**Run 1: clock distribution**

Drawn at 10 px/um.
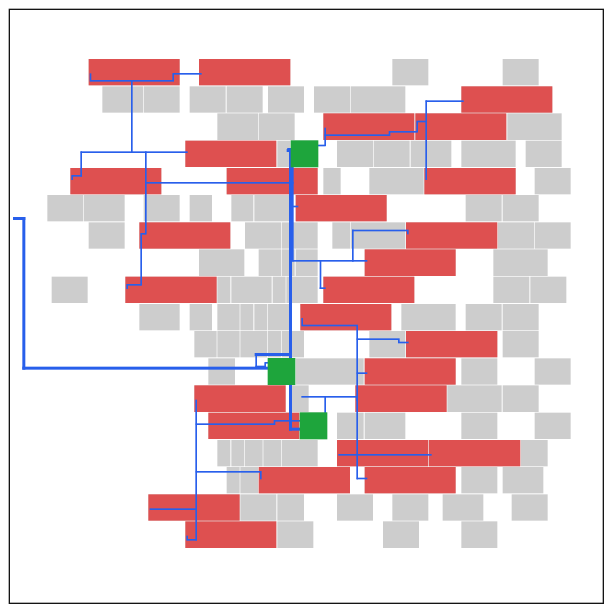
**Run 1: signal wires by layer**

Drawn at 10 px/um. Two of the layers only.
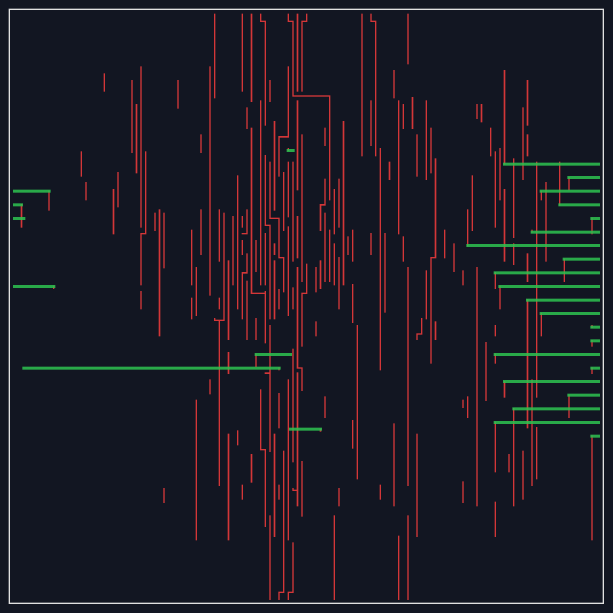
**Run 1: congestion heat map**

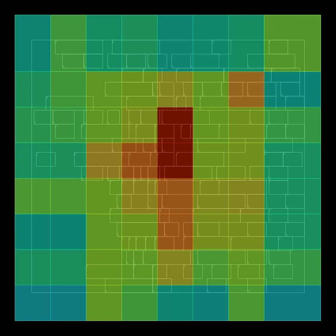
**Run 1: local utilization**

Drawn at 4 px/um. The die is cut into 12 by 12 equal tiles; white is low, dark blue is high, 0 to 100% covered.
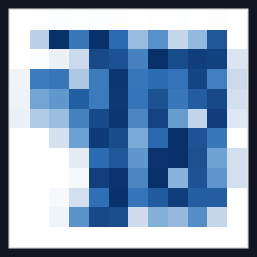
<file path="config.mk">
export PLATFORM = sky130hd
export DESIGN_NAME = ula_ctrl
export DESIGN_NICKNAME = d
export VERILOG_FILES = /design/src/rtl/ula_pkg.sv /design/src/rtl/ula_wdog.sv /design/src/rtl/ula_ctrl.sv
export SDC_FILE = /design/constraint.sdc
export NUM_CORES = 1
export LEC_CHECK = 0
export CAP_MARGIN = 20
export CORE_MARGIN = 3
export CORE_UTILIZATION = 40
export DETAILED_ROUTE_END_ITERATION = 12
export PLACE_DENSITY = 0.83
export SLEW_MARGIN = 20
export SYNTH_ARGS = -nofsm -noshare
export SYNTH_HDL_FRONTEND = slang
export SYNTH_HIERARCHICAL = 1
export SYNTH_SLANG_ARGS = --single-unit
</file>
<file path="constraint.sdc">
create_clock -name clk -period 2.84 [get_ports clk]
set_input_delay 0.852 -clock clk [delete_from_list [all_inputs] [get_ports clk]]
set_output_delay 0.852 -clock clk [all_outputs]
set_load 0.02 [all_outputs]
</file>
<file path="src/rtl/ula_pkg.sv">
// Shared definitions for the ULA issue path: default widths, op_sel codes
// understood by the 4-bit ULA, and the issue controller state encoding.
package ula_pkg;

  localparam int DATA_W_DEF = 4;
  localparam int SEL_W_DEF  = 4;

  // Logic class (01xx) and arithmetic classes (10xx add, 11xx subtract).
  localparam logic [3:0] OP_OR   = 4'b0100;
  localparam logic [3:0] OP_AND  = 4'b0101;
  localparam logic [3:0] OP_XOR  = 4'b0110;
  localparam logic [3:0] OP_NAND = 4'b0111;
  localparam logic [3:0] OP_ADD  = 4'b1000;
  localparam logic [3:0] OP_SUB  = 4'b1100;

  typedef enum logic [1:0] {
    IDLE  = 2'd0,
    ISSUE = 2'd1,
    WAIT  = 2'd2
  } ula_state_t;

endpackage

</file>
<file path="src/rtl/ula_wdog.sv">
// Watchdog for the ULA acknowledge wait. Counts enabled cycles since the
// last clear; 'expired' is high on the enabled cycle whose count would
// reach TIMEOUT, so the owner can act on the same edge.
module ula_wdog #(
  parameter int TIMEOUT = 8,
  parameter int CNT_W   = $clog2(TIMEOUT + 1)
) (
  input  logic clk,
  input  logic rst_n,
  input  logic clr,
  input  logic en,
  output logic expired
);

  localparam logic [CNT_W-1:0] LAST = CNT_W'(TIMEOUT - 1);

  logic [CNT_W-1:0] count;

  assign expired = en && (count == LAST);

  // Count enabled cycles; clear has priority, and the count stops at LAST.
  always_ff @(posedge clk or negedge rst_n) begin
    if (!rst_n) begin
      count <= '0;
    end else if (clr) begin
      count <= '0;
    end else if (en && (count != LAST)) begin
      count <= count + 1'b1;
    end
  end

endmodule

</file>
<file path="src/rtl/ula_ctrl.sv">
// Issue controller in front of the 4-bit ULA.
// Handshake: a request is accepted when start=1 is sampled in IDLE; the ULA
// sees ula_ena=1 for exactly one cycle, and the operation completes on the
// first edge in WAIT with ula_ack=1 (done pulse) or when the watchdog
// expires (done and err pulses). start while busy is dropped (req_drop).
// Optional feature macro: ULA_CTRL_ACCUM_EN (use_acc selects the last
// non-error result as op1).
module ula_ctrl
  import ula_pkg::*;
#(
  parameter int DATA_W  = DATA_W_DEF,
  parameter int SEL_W   = SEL_W_DEF,
  parameter int TIMEOUT = 8
) (
  input  logic              clk,
  input  logic              rst_n,
  input  logic              start,
  input  logic [DATA_W-1:0] op_a,
  input  logic [DATA_W-1:0] op_b,
  input  logic [SEL_W-1:0]  op_code,
  input  logic              use_acc,
  output logic              ula_ena,
  output logic [DATA_W-1:0] ula_op1,
  output logic [DATA_W-1:0] ula_op2,
  output logic [SEL_W-1:0]  ula_op_sel,
  input  logic [DATA_W-1:0] ula_res,
  input  logic              ula_ack,
  output logic [DATA_W-1:0] result,
  output logic              done,
  output logic              err,
  output logic              busy,
  output logic              req_drop
);

  ula_state_t        state;
  logic              wd_expired;
  logic [DATA_W-1:0] op1_src;

  // Watchdog is cleared while issuing and counts WAIT cycles without ack.
  ula_wdog #(
    .TIMEOUT (TIMEOUT)
  ) u_wdog (
    .clk     (clk),
    .rst_n   (rst_n),
    .clr     (state == ISSUE),
    .en      ((state == WAIT) && !ula_ack),
    .expired (wd_expired)
  );

`ifdef ULA_CTRL_ACCUM_EN
  logic [DATA_W-1:0] acc;

  // Accumulator follows every successful result capture.
  always_ff @(posedge clk or negedge rst_n) begin
    if (!rst_n) begin
      acc <= '0;
    end else if ((state == WAIT) && ula_ack) begin
      acc <= ula_res;
    end
  end

  assign op1_src = use_acc ? acc : op_a;
`else
  logic unused_use_acc;
  assign unused_use_acc = use_acc;
  assign op1_src        = op_a;
`endif

  // Issue FSM with registered outputs; done/err/req_drop default to 0.
  always_ff @(posedge clk or negedge rst_n) begin
    if (!rst_n) begin
      state      <= IDLE;
      ula_ena    <= 1'b0;
      ula_op1    <= '0;
      ula_op2    <= '0;
      ula_op_sel <= '0;
      result     <= '0;
      done       <= 1'b0;
      err        <= 1'b0;
      busy       <= 1'b0;
      req_drop   <= 1'b0;
    end else begin
      done     <= 1'b0;
      err      <= 1'b0;
      req_drop <= 1'b0;
      if ((state != IDLE) && start) begin
        req_drop <= 1'b1;
      end
      case (state)
        IDLE: begin
          if (start) begin
            ula_op1    <= op1_src;
            ula_op2    <= op_b;
            ula_op_sel <= op_code;
            ula_ena    <= 1'b1;
            busy       <= 1'b1;
            state      <= ISSUE;
          end
        end
        ISSUE: begin
          ula_ena <= 1'b0;
          state   <= WAIT;
        end
        WAIT: begin
          if (ula_ack) begin
            result <= ula_res;
            done   <= 1'b1;
            busy   <= 1'b0;
            state  <= IDLE;
          end else if (wd_expired) begin
            err   <= 1'b1;
            done  <= 1'b1;
            busy  <= 1'b0;
            state <= IDLE;
          end
        end
        default: begin
          state <= IDLE;
        end
      endcase
    end
  end

endmodule
</file>
==> tab_implementation.tex, run 1 <==
% Yosys + OpenROAD metrics
\begin{tabular}{lr}
\hline
Metric & Value \\
\hline
\multicolumn{2}{l}{\textbf{Run status}} \\
\quad Run status & completed \\
\multicolumn{2}{l}{\textbf{Critical path}} \\
\quad CP Data Required Time & slightly below 2 ns \\
\quad CP cell instances & clkdlybuf4s50\_1 \\
\quad Worst setup slack for register-to-register paths & 1.10 ns \\
\quad Longest individual stage delay on the worst path & 0.62 ns \\
\quad Endpoint of the worst setup timing path & result[1] \\
\quad Setup CP Type & flop to primary output \\
\quad RR Startpoint & state[0]\$\_DFFE\_PN0P\_ \\
\quad Source of the critical timing path & result[1]\$\_DFFE\_PN0P\_ \\
\quad Data arrival, critical path & 1.33 ns \\
\quad Largest fanout on the critical path & 2 \\
\quad Family with the most delay on the worst path & buffers and inverters \\
\multicolumn{2}{l}{\textbf{Pwr}} \\
\quad Switching portion of total power & about a third \\
\quad Cell-internal power & between 1 and 1.5 mW \\
\quad Clock group & roughly 0.16 mW \\
\quad Cell Pwr Density & slightly above 1000 nW/um2 \\
\quad Comb power & 0.806 mW \\
\quad Sequential-cell power consumption & 0.637 mW \\
\multicolumn{2}{l}{\textbf{Clocking}} \\
\quad Post-CTS setup repair buffer count & 0 \\
\quad CTS root buffer & sky130\_fd\_sc\_hd\_\_clkbuf\_4 \\
\quad Clock Tree Buf Depth & 2 \\
\quad Clock-pin slew on the worst setup and hold paths & $\sim$0.14 ns \\
\quad Htree depth & 1 \\
\quad Count of hold-fix buffers inserted at cts & 0 \\
\multicolumn{2}{l}{\textbf{Route}} \\
\quad Final antenna-violating net count & 0 \\
\quad Number of detailed-routing iterations run before antenna repair & 2 \\
\quad Residual DRC count & 0 \\
\quad Drt first-iter violations & 20 \\
\multicolumn{2}{l}{\textbf{Place}} \\
\quad Standard cell area after detailed placement & 1568 um2 \\
\quad Global placement routability congestion & 0.6883 \\
\quad Count of port buffers added during placement & 40 \\
\multicolumn{2}{l}{\textbf{Logic synthesis}} \\
\quad Synth cell count leaders & sky130\_fd\_sc\_hd\_\_dfrtp\_1, sky130\_fd\_sc\_hd\_\_mux2\_2, sky130\_fd\_sc\_hd\_\_mux2\_4, sky130\_fd\_sc\_hd\_\_nor2\_1 \\
\quad Cell type with the highest aggregate area in the netlist & sky130\_fd\_sc\_hd\_\_dfrtp\_1 \\
\quad Most popular library cell in the synthesized design by count & sky130\_fd\_sc\_hd\_\_dfrtp\_1 \\
\quad Fraction of registers with async set/reset & 100.0\% \\
\quad Cell count in the Yosys report & 79 \\
\quad Instance count of the mapped netlist & 79 \\
\quad Count of unique library cells instantiated by Yosys & 25 \\
\quad Top logic family & multiplexers \\
\quad Fraction of the mapped netlist area in simple logic gates & a little under an eighth \\
\quad Multiplexer share of the synthesized area & 20.40\% \\
\quad Number of flops mapped to enable cells by yosys & 0 \\
\multicolumn{2}{l}{\textbf{Hold path}} \\
\quad Launch instance of the worst min-delay path & ula\_ena\$\_DFFE\_PN0P\_ \\
\quad Worst hold path depth & 2 \\
\quad Worst hold path type & flop to flop \\
\quad Worst-case hold path end point & ula\_ena\$\_DFFE\_PN0P\_ \\
\multicolumn{2}{l}{\textbf{Cells and area}} \\
\quad Inverters & 3 \\
\quad Buffers, non-clock & 42 \\
\quad Seq Cell Count & 27 \\
\quad Final Instance Area & 1595 um2 \\
\quad Ratio of cells with drive above 1 in the final layout & 22.58\% \\
\quad Area-dominant cell class after layout & flip-flops and latches \\
\quad Seq. cell area & 675.6 um2 \\
\quad Combinational gates & between 40 and 50 \\
\quad Logic share of the area & 26.82\% \\
\multicolumn{2}{l}{\textbf{Global route}} \\
\quad Pin count of the biggest net entering global routing & 28 \\
\quad Global-route wire length before repair & around 3700 um \\
\quad Initial antenna violation count & 0 \\
\quad Via count of the first global-routing pass & between 700 and 800 \\
\multicolumn{2}{l}{\textbf{Floorplan}} \\
\quad Die height & between 50 and 60 um \\
\quad Pre-Place Util & a little over two fifths \\
\quad Core region area & 2590 um2 \\
\quad Die X-Extent & 59.27 um \\
\quad Top-Level Pins & roughly 42 \\
\multicolumn{2}{l}{\textbf{Final timing}} \\
\quad Max-slew headroom & 64.32\% \\
\quad Maximum clock rate & between 400 and 500 MHz \\
\quad Pins Over Slew Limit & 0 \\
\quad Final critical-path required period & 2.180 ns \\
\hline
\end{tabular}
About 'clock distribution':
- green: clock drivers (count 3)
- red: flip-flops (count 27)
- blue: clock wires (length 291 um)
- routed clock nets: 4

About 'signal wires by layer':
- red: metal 2 (wire length 1160 um)
- green: metal 3 (wire length 164 um)

About 'congestion heat map':
Final Core Density: 61.59%
wire per inst: 14.92 um
GRT Total Usage: 14.29%

About 'local utilization':
- tiles over 75% full: 30%
- emptiest ninth of the die: south-west
- densest ninth of the die: centre
- nearly empty tiles: 30%

==> run 1: flip-flops by register name, summed over array words and instances, names as in the netlist <==
register      cells
result            4
ula_op2           4
err               1
u_wdog/count      4
ula_op_sel        4
ula_op1           4
busy              1
ula_ena           1
done              1
req_drop          1
state             2
==> run 1: per-layer routing <==
layer | GRT usage, % | wire length (um)
met4 | 5.825 | 42
met3 | 2.832 | 164
met5 | 0 | 0
met2 | 24.80 | 1158
met1 | 17.13 | 932
==> run 1: cells in the final DEF (no fill, tap or decap), drive strengths merged <==
| master | netlist | final |
|---|---|---|
| a21oi | 4 | 4 |
| and2b | 1 | 1 |
| clkbuf | 0 | 3 |
| ha | 1 | 1 |
| nor3 | 1 | 1 |
| buf | 1 | 2 |
| dfrtp | 27 | 27 |
| clkdlybuf4s50 | 0 | 40 |
| nand2b | 3 | 3 |
| or3 | 1 | 1 |
| inv | 3 | 3 |
| o21ai | 1 | 1 |
| a21o | 1 | 1 |
| mux2 | 17 | 17 |
| and4 | 2 | 2 |
| and2 | 1 | 1 |
| a31oi | 1 | 1 |
| nor2 | 5 | 5 |
| clkinv | 0 | 1 |
| mux2i | 1 | 1 |
| nand4 | 1 | 1 |
| nor2b | 2 | 2 |
| nand2 | 3 | 3 |
| nor3b | 1 | 1 |
| o21a | 1 | 1 |
==> run 1: through the flow <==
step	power, mW	utilization, %	setup WS [ns]	hold WS, ns	instances
4_1_cts	1.624	61.59	0.6554	0.5231	154
3_5_place_dp	1.462	60.53	0.3801	0.4932	150
3_3_place_gp	1.431	60.53	0.4678	0.4852	150
6_report	1.607	61.59	0.6602	0.5181	154
2_1_floorplan	1.101	-	1.037	0.5348	79
5_1_grt	1.705	61.59	0.6064	0.5363	154
==> inputs of run 2 (changes only) <==
Settings changed: CORE_UTILIZATION 40 to 39, PLACE_DENSITY 0.83 to 0.85.
Clock period 2.84 ns to 1.85 ns, I/O delays scaled along.
**Run 2: clock distribution**

Drawn at 10 px/um.
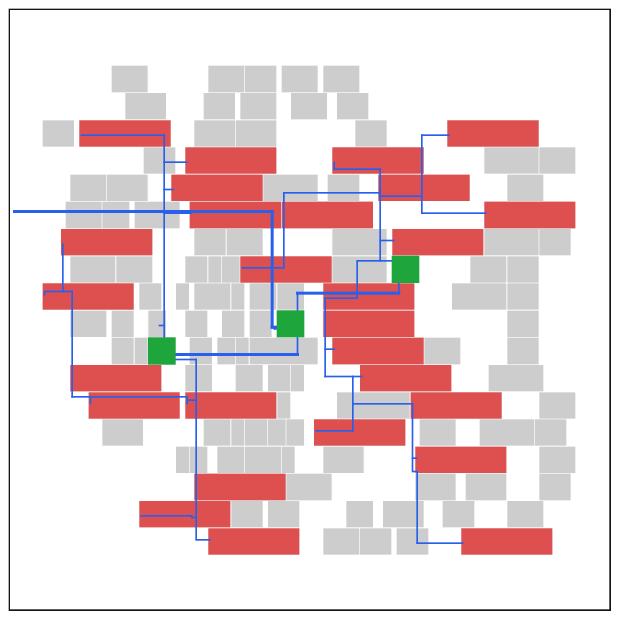
- red: flip-flops (count 27)
- blue: clock wires (length 287 um)
- green: clock drivers (count 3)
- routed clock nets: 4

==> run 2 against run 1 <==
Critical path depth up 4; clock power up 51%; via count rose by 0.13%; global-route usage up 0.22 points; die area increased by 2.3%; highest routed layer unchanged; flip-flop count stayed put; final cell count grew 2.6%; critical path type is now input pin to flop; setup slack lost 0.48 ns.
==> tab_implementation.tex, run 2 <==
% Yosys + OpenROAD metrics
\begin{tabular}{lr}
\hline
Metric & Value \\
\hline
\multicolumn{2}{l}{\textbf{Pwr}} \\
\quad Comb power & 1.15 mW (+43\%) \\
\quad Switching portion of total power & 37.14\% (+2.0 points) \\
\quad Cell Pwr Density & 1466 nW/um2 (+46\%) \\
\quad Cell-internal power & 1.492 mW (+43\%) \\
\quad Sequential-cell power consumption & 0.977 mW (+53\%) \\
\quad Clock group & 0.248 mW (+51\%) \\
\multicolumn{2}{l}{\textbf{Critical path}} \\
\quad CP cell instances & clkdlybuf4s50\_1 -> nor2\_1 -> inv\_1 -> a31oi\_1 -> mux2\_2 \\
\quad CP Data Required Time & 2.07 ns (+0.08 ns) \\
\quad RR Startpoint & state[0]\$\_DFFE\_PN0P\_ \\
\quad Data arrival, critical path & 1.89 ns (+0.56 ns) \\
\quad Worst setup slack for register-to-register paths & 0.22 ns (-0.88 ns) \\
\quad Endpoint of the worst setup timing path & u\_wdog/count[0]\$\_DFFE\_PN0P\_ \\
\quad Source of the critical timing path & ula\_ack \\
\quad Largest fanout on the critical path & 2 (unchanged) \\
\quad Setup CP Type & input pin to flop \\
\quad Family with the most delay on the worst path & buffers and inverters \\
\quad Longest individual stage delay on the worst path & 0.45 ns (-0.17 ns) \\
\multicolumn{2}{l}{\textbf{Clocking}} \\
\quad Count of hold-fix buffers inserted at cts & 0 (unchanged) \\
\quad CTS root buffer & sky130\_fd\_sc\_hd\_\_clkbuf\_4 \\
\quad Post-CTS setup repair buffer count & 0 (unchanged) \\
\quad Clock-pin slew on the worst setup and hold paths & 0.13 ns (about the same) \\
\quad Clock Tree Buf Depth & 2 (unchanged) \\
\quad Htree depth & 1 (unchanged) \\
\quad Count of clock tree sinks & 27 \\
\multicolumn{2}{l}{\textbf{Cells and area}} \\
\quad Final Instance Area & 1619 um2 (+1.5\%) \\
\quad Most frequent cells in the layout & sky130\_fd\_sc\_hd\_\_dfrtp\_1, sky130\_fd\_sc\_hd\_\_clkdlybuf4s50\_1, sky130\_fd\_sc\_hd\_\_dlygate4sd2\_1 \\
\quad Ratio of cells with drive above 1 in the final layout & 25.00\% (+2.4 points) \\
\quad Final Core Density & 61.97\% (+0.38 points) \\
\quad Most numerous logic cell after layout & sky130\_fd\_sc\_hd\_\_dfrtp\_1 \\
\quad Filler-free cell count of the finished design & 158 (+2.6\%) \\
\quad Seq. cell area & 675.6 um2 (unchanged) \\
\multicolumn{2}{l}{\textbf{Route}} \\
\quad Total wire length after detailed routing & 2413 um \\
\quad Total via count in the routed design & 787 \\
\quad Number of detailed-routing iterations run before antenna repair & 3 (+1) \\
\quad Drt first-iter violations & 10 (-50\%) \\
\quad Final antenna-violating net count & 0 (unchanged) \\
\quad Residual DRC count & 0 (unchanged) \\
\multicolumn{2}{l}{\textbf{Place}} \\
\quad Global placement routability congestion & 0.7165 (+4.1\%) \\
\quad Standard cell area after detailed placement & 1610 um2 (+2.7\%) \\
\quad Count of port buffers added during placement & 40 (unchanged) \\
\quad Placed Cells incl. Taps & 154 (+2.7\%) \\
\multicolumn{2}{l}{\textbf{Global route}} \\
\quad Initial antenna violation count & 0 (unchanged) \\
\quad Pin count of the biggest net entering global routing & 28 (unchanged) \\
\quad Global-route wire length before repair & 3884 um (+4.8\%) \\
\quad Via count of the first global-routing pass & 843 (+7.9\%) \\
\multicolumn{2}{l}{\textbf{Logic synthesis}} \\
\quad Cell count in the Yosys report & 79 (unchanged) \\
\quad Fraction of registers with async set/reset & 100.0\% (unchanged) \\
\quad Number of flops mapped to enable cells by yosys & 0 (unchanged) \\
\quad Instance count of the mapped netlist & 79 (unchanged) \\
\quad Portion of the post-synthesis area used by sequential elements & 59.54\% \\
\quad Count of unique library cells instantiated by Yosys & 25 (unchanged) \\
\quad Synth cell count leaders & sky130\_fd\_sc\_hd\_\_dfrtp\_1, sky130\_fd\_sc\_hd\_\_mux2\_2, sky130\_fd\_sc\_hd\_\_mux2\_4, sky130\_fd\_sc\_hd\_\_nor2\_1 \\
\quad Cell type with the highest aggregate area in the netlist & sky130\_fd\_sc\_hd\_\_dfrtp\_1 \\
\quad Most popular library cell in the synthesized design by count & sky130\_fd\_sc\_hd\_\_dfrtp\_1 \\
\multicolumn{2}{l}{\textbf{Final timing}} \\
\quad Final-layout worst hold slack & 0.5141 ns (-0.004047 ns) \\
\quad Worst clock skew & slightly above 0.007 ns \\
\quad Max-slew headroom & 77.17\% (+13 points) \\
\quad Pins Over Slew Limit & 0 (unchanged) \\
\quad Maximum clock rate & 597.4 MHz \\
\quad Final critical-path required period & around 1.7 ns \\
\multicolumn{2}{l}{\textbf{Hold path}} \\
\quad Worst hold path depth & 2 (unchanged) \\
\quad Launch instance of the worst min-delay path & ula\_ena\$\_DFFE\_PN0P\_ \\
\quad Worst-case hold path end point & ula\_ena\$\_DFFE\_PN0P\_ \\
\quad Worst hold path type & flop to flop \\
\multicolumn{2}{l}{\textbf{Run status}} \\
\quad Run status & completed \\
\multicolumn{2}{l}{\textbf{Floorplan}} \\
\quad Top-Level Pins & 42 (unchanged) \\
\quad Die X-Extent & 59.94 um (+1.1\%) \\
\quad Die height & 59.94 um (+1.1\%) \\
\quad Pre-Place Util & 43.44\% (-0.38 points) \\
\quad Core region area & 2613 um2 (+0.87\%) \\
\hline
\end{tabular}
**Run 2: congestion heat map**

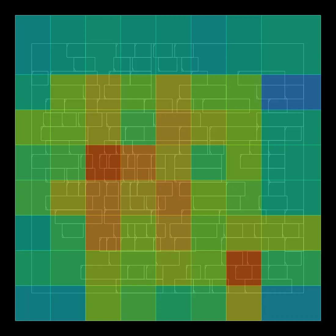
met1 Track Usage GR: 16.44%
global-route track usage on met3: 4.104%
GRT Total Usage: 14.50%
met2 capacity usage during global routing: 27.31%
wire per inst: 15.27 um

[run 2: layout make-up]
| cell class | instances | area share, % |
|---|---|---|
| clock buffer | 3 | 1.391 |
| sequential | 27 | 41.73 |
| tap | 30 | 2.318 |
| timing repair buffer | 46 | 27.13 |
| multi-input combinational | 48 | 26.43 |
| clock inverter | 1 | 0.3091 |
| inverter | 3 | 0.6955 |
[run 2: worst min-delay path: stages (launching register included)]
cell,delay [ns]
sky130_fd_sc_hd__dfrtp_1,0.37
sky130_fd_sc_hd__a21oi_1,0.04
sky130_fd_sc_hd__nor2_1,0.08
[run 2: repair_timing]
| item | 4_1_cts | 5_1_grt |
|---|---|---|
| pin swaps | 0 | 0 |
| hold endpoints to repair | 0 | 0 |
| setup endpoints to repair | 19 | 2 |
| resized | 19 | 2 |
[run 2: through the flow]
step	worst slack (ns)	power, mW
5_1_grt	0.1451	2.525
6_report	0.1760	2.374
3_5_place_dp	-0.1511	2.304
2_1_floorplan	0.3200	1.690
3_3_place_gp	-0.07682	2.250
4_1_cts	0.009028	2.411
[run 2: cells by family (layout without fill, tap and decap cells)]
logic type / after synthesis / after routing / synth area share (%)
compound gates: 8 / 8 / 4.410
buf+inv: 4 / 53 / 2.756
simple gates: 21 / 21 / 11.80
fa+ha+maj: 1 / 1 / 1.102
mux: 18 / 18 / 20.40
flops: 27 / 27 / 59.54
[run 2: per-layer routing]
| layer | vias up | routed length [um] | GRT usage [%] |
|---|---|---|---|
| li1 | 370 | - | - |
| met1 | 390 | 914 | 16.44 |
| met2 | 25 | 1344 | 27.31 |
| met3 | 2 | 143 | 4.104 |
| met4 | 0 | 11 | 1.899 |
| met5 | - | 0 | 0 |
==> inputs of run 3 (changes only) <==
Settings changed: CORE_UTILIZATION 39 to 38, PLACE_DENSITY 0.85 to 0.83, SYNTH_HIERARCHICAL 1 to default.
**Run 3: clock distribution**

Drawn at 10 px/um.
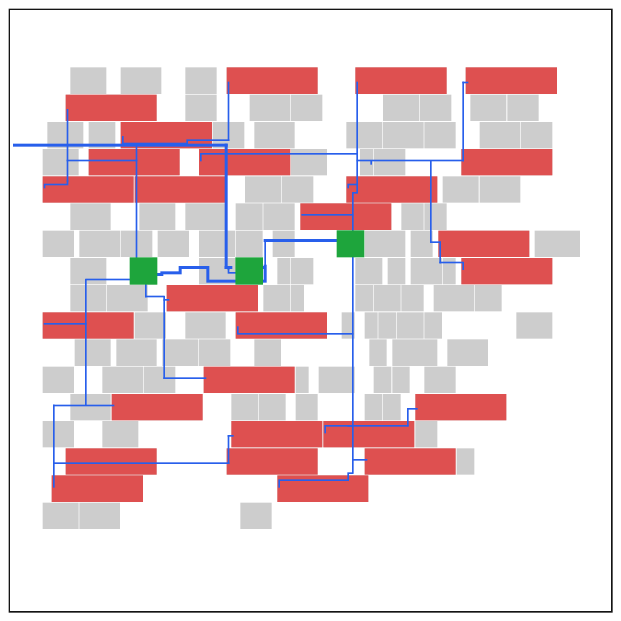
- green: clock drivers (count 3)
- red: flip-flops (count 27)
- blue: clock wires (length 319 um)
- flops lie: all over the die
- routed clock nets: 4

==> run 3 against run 2 <==
Final cell count unchanged; critical path depth down 4; flip-flop count unchanged; count of clock-buffer cells in the layout rose by 1; synthesized cell count grew 2.5%; setup slack better by 0.063 ns; total power down 1.9%; sequential share of layout area grew 1.4 points; combinational power is 6% lower.
==> tab_implementation.tex, run 3 <==
% Yosys + OpenROAD metrics
\begin{tabular}{lr}
\hline
Metric & Value \\
\hline
\multicolumn{2}{l}{\textbf{Pwr}} \\
\quad Comb power frac & 46.2\% \\
\quad Portion of total power attributed to sequential cells & 42.8\% \\
\quad Peak VDD IR & about 1200 uV \\
\quad Cell-internal power & 1.443 mW (-3.3\%) \\
\quad Cell Pwr Density & 1487 nW/um2 (+1.4\%) \\
\quad Sum of internal, switching and leakage power & 2.328 mW (-1.9\%) \\
\quad Sw power & a little under 0.9 mW \\
\quad Leakage power total & 0.7234 nW \\
\quad Switching portion of total power & 38.00\% (+0.86 points) \\
\quad Fraction of power consumed by the clock network & 11.0\% \\
\multicolumn{2}{l}{\textbf{Critical path}} \\
\quad CP Data Required Time & 1.29 ns (-0.78 ns) \\
\quad Data arrival, critical path & 1.06 ns (-0.83 ns) \\
\quad CP cell instances & dlygate4sd2\_1 \\
\quad Critical Path End Type & primary output \\
\quad CP bufs+invs & 1 \\
\quad Family with the most delay on the worst path & flip-flops \\
\quad Launching element type of the critical path & flop \\
\quad Largest fanout on the critical path & 2 (unchanged) \\
\quad CP max-delay cell & sky130\_fd\_sc\_hd\_\_dfrtp\_1 \\
\quad Setup CP Type & flop to primary output \\
\quad Longest individual stage delay on the worst path & 0.41 ns (-0.04 ns) \\
\multicolumn{2}{l}{\textbf{Final timing}} \\
\quad Final clock period utilization by the worst path & approximately 87\% \\
\quad Worst clock skew & 0.007976 ns (+0.0008868 ns) \\
\quad Maximum clock rate & 620.9 MHz (+3.9\%) \\
\quad Final Hold Viols & 0 \\
\quad Unrepaired setup endpoints after global routing & false \\
\quad Final critical-path required period & 1.610 ns (-0.06349 ns) \\
\quad Transition time at the pin with the least slew margin & $\sim$0.33 ns \\
\quad Final tally of setup violations & 0 \\
\quad Final-layout worst hold slack & 0.5029 ns (-0.01120 ns) \\
\quad Max-slew headroom & 77.94\% (+0.77 points) \\
\quad Pins Over Slew Limit & 0 (unchanged) \\
\multicolumn{2}{l}{\textbf{Logic synthesis}} \\
\quad Instance count of the mapped netlist & 81 (+2.5\%) \\
\quad Post-Syn Area & 1112 um2 \\
\quad Count of unique library cells instantiated by Yosys & 28 (+12\%) \\
\quad Number of nets at floorplan & 103 \\
\quad Fraction of synthesized cell area taken by the top area cell type & 60.74\% \\
\quad Cell type with the highest aggregate area in the netlist & sky130\_fd\_sc\_hd\_\_dfrtp\_1 \\
\quad Synthesized flop and latch total & 27 \\
\quad Total number of yosys warnings & 0 \\
\quad Cell count in the Yosys report & 81 (+2.5\%) \\
\quad Number of flops mapped to enable cells by yosys & 0 (unchanged) \\
\quad Post-synthesis chip area from yosys & 1112 um2 \\
\quad Xor and xnor area share after synthesis & 0\% (unchanged) \\
\quad Portion of the post-synthesis area used by sequential elements & 60.74\% (+1.2 points) \\
\quad Multiplexer share of the synthesized area & 17.10\% (-3.3 points) \\
\quad Synth cell count leaders & sky130\_fd\_sc\_hd\_\_dfrtp\_1, sky130\_fd\_sc\_hd\_\_mux2\_2 \\
\quad Primary FF master, synth & sky130\_fd\_sc\_hd\_\_dfrtp\_1 \\
\quad Most popular library cell in the synthesized design by count & sky130\_fd\_sc\_hd\_\_dfrtp\_1 \\
\quad Fraction of the mapped netlist area in adder cells & 1.125\% (+0.022 points) \\
\quad Fraction of the mapped netlist area in simple logic gates & 11.70\% (-0.099 points) \\
\quad Compound-gate portion of the synthesized area & 5.624\% (+1.2 points) \\
\quad Top logic family & multiplexers \\
\quad Fraction of registers with async set/reset & 100.0\% (unchanged) \\
\quad Mean post-synth cell area & 13.73 um2 \\
\quad Main area contributors after synthesis & sky130\_fd\_sc\_hd\_\_dfrtp\_1, sky130\_fd\_sc\_hd\_\_mux2\_2, sky130\_fd\_sc\_hd\_\_buf\_6, sky130\_fd\_sc\_hd\_\_a21oi\_1, sky130\_fd\_sc\_hd\_\_nand3\_1 \\
\multicolumn{2}{l}{\textbf{Hold path}} \\
\quad Worst hold path type & flop to flop \\
\multicolumn{2}{l}{\textbf{Cells and area}} \\
\quad Layout filler cell count & 230 \\
\quad Layout-stage area growth over the synthesis result & 40.72\% \\
\quad Final Instance Area & 1565 um2 (-3.3\%) \\
\quad NumNets Final & 151 \\
\quad Most numerous logic cell after layout & sky130\_fd\_sc\_hd\_\_dfrtp\_1 \\
\quad Multi-input combinational cell area & 395.4 um2 \\
\quad Seq. cell area & 675.6 um2 (unchanged) \\
\quad Most frequent cells in the layout & sky130\_fd\_sc\_hd\_\_dfrtp\_1, sky130\_fd\_sc\_hd\_\_dlygate4sd2\_1, sky130\_fd\_sc\_hd\_\_clkdlybuf4s50\_1 \\
\quad Filler-free cell count of the finished design & 158 (unchanged) \\
\quad \# diodes & 0 \\
\quad Ratio of cells with drive above 1 in the final layout & 21.88\% (-3.1 points) \\
\quad Final Core Density & 59.40\% (-2.6 points) \\
\multicolumn{2}{l}{\textbf{Run status}} \\
\quad Run status & completed \\
\multicolumn{2}{l}{\textbf{Place}} \\
\quad Global placement routability congestion & 0.7043 (-1.7\%) \\
\quad Standard cell area after detailed placement & 1562 um2 (-3.0\%) \\
\quad Placed Cells incl. Taps & 154 (unchanged) \\
\quad Count of port buffers added during placement & 40 (unchanged) \\
\quad Detailed-placement wirelength estimate & 1815 um \\
\multicolumn{2}{l}{\textbf{Clocking}} \\
\quad Clock-pin slew on the worst setup and hold paths & 0.15 ns (+0.02 ns) \\
\quad Clock Tree Buf Depth & 2 (unchanged) \\
\quad Post-CTS setup repair buffer count & 0 (unchanged) \\
\quad Count of clock tree sinks & 27 (unchanged) \\
\quad Clock Latency Late Sink & 0.32 ns \\
\quad Count of hold-fix buffers inserted at cts & 0 (unchanged) \\
\quad CTS root buffer & sky130\_fd\_sc\_hd\_\_clkbuf\_4 \\
\quad Htree depth & 1 (unchanged) \\
\quad Post-CTS resize count & 20 (+1) \\
\quad Number of clock buffers inserted by TritonCTS & 3 \\
\quad TritonCTS clock tree & yes \\
\multicolumn{2}{l}{\textbf{Global route}} \\
\quad Via count of the first global-routing pass & 898 (+6.5\%) \\
\quad Global-route track usage on met3 & 7.127\% (+3.0 points) \\
\quad Global-route wire length before repair & 3857 um (-0.70\%) \\
\quad Initial antenna violation count & 0 (unchanged) \\
\quad Met1 Track Usage GR & 15.87\% (-0.57 points) \\
\quad Total grt overflow & 0 \\
\quad Pin count of the biggest net entering global routing & 28 (unchanged) \\
\quad Highest-utilization routing layer at the global route stage & met2 \\
\multicolumn{2}{l}{\textbf{Route}} \\
\quad Met3 Routed Length & 228 um (+59\%) \\
\quad Residual DRC count & 0 (unchanged) \\
\quad Detailed route wirelength on metal2 & 1255 um (-6.6\%) \\
\quad Routed via count divided by cell count & between 5 and 6 \\
\quad Number of detailed-routing iterations run before antenna repair & 5 (+2) \\
\quad Drt first-iter violations & 10 (unchanged) \\
\quad Total via count in the routed design & 816 (+3.7\%) \\
\quad Highest routed layer & met4 \\
\quad Post-Route M1 WL & 863 um (-5.6\%) \\
\quad Final antenna-violating net count & 0 (unchanged) \\
\quad Total wire length after detailed routing & 2359 um (-2.2\%) \\
\multicolumn{2}{l}{\textbf{Job}} \\
\quad Maxcap violations & 0 \\
\quad Number of warning messages in the logs & 27 \\
\multicolumn{2}{l}{\textbf{Floorplan}} \\
\quad Core region area & 2635 um2 (+0.86\%) \\
\quad Die height & 60.11 um (+0.28\%) \\
\quad Top-Level Pins & 42 (unchanged) \\
\quad Overall die area & 3613 um2 \\
\quad Die X-Extent & 60.11 um (+0.28\%) \\
\quad Number of standard-cell rows in the floorplan & 18 \\
\quad Pre-Place Util & 42.21\% (-1.2 points) \\
\hline
\end{tabular}
**Run 3: congestion heat map**

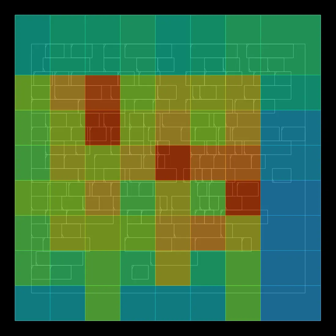
wire per inst: 14.93 um
GRT Total Usage: 14.32%
met2 capacity usage during global routing: 24.54%

[run 3: final timing paths]
check	start	endpoint	slack, ns	depth (start not counted)
setup reg to reg	state[1]$_DFFE_PN0P_	u_wdog.count[0]$_DFFE_PN0P_	0.36	3
setup / recovery	busy$_DFFE_PN0P_	busy	0.24	1
max in group asynchronous	rst_n	req_drop$_DFF_PN0_	1.02	2
hold reg to reg	ula_ena$_DFFE_PN0P_	ula_ena$_DFFE_PN0P_	0.50	1
hold / removal	ula_ena$_DFFE_PN0P_	ula_ena$_DFFE_PN0P_	0.50	1
min in group asynchronous	rst_n	ula_op2[1]$_DFFE_PN0P_	0.57	2
[run 3: final cells by class]
cell class	count	area share (%)
multi-input cells	49	25.26
well taps	30	2.398
flip-flops and latches	27	43.17
clock buffers	4	1.679
inverters	2	0.4796
repair buffers	46	27.02
[run 3: through the flow]
| stage | TNS (ns) | setup WS (ns) |
|---|---|---|
| finish | 0 | 0.2395 |
| global route | 0 | 0.1833 |
| CTS | 0 | 0.02591 |
| detailed placement | -0.2529 | -0.07423 |
| global placement | -0.08117 | -0.04588 |
| floorplan | 0 | 0.4201 |
[run 3: logic make-up after synthesis]
logic type | count (synthesis)
DFF | 27
adders and majority gates | 1
muxes | 17
and+or+nand+nor | 21
AOI/OAI and AO/OA | 10
buffers and inverters | 5
[run 3: power by group through the flow]
| stage | Clock (mW) | Combinational (mW) | Sequential (mW) |
|---|---|---|---|
| after global routing | 0.289 | 1.16 | 1.04 |
| after detailed placement | 0 | 1.24 | 1.02 |
| after global placement | 0 | 1.22 | 1.01 |
| after CTS | 0.265 | 1.09 | 1.00 |
| after floorplan | 0 | 0.434 | 1.26 |
| final | 0.256 | 1.08 | 0.997 |
Power figures rest on the tool's default switching activity, not on a simulated workload.
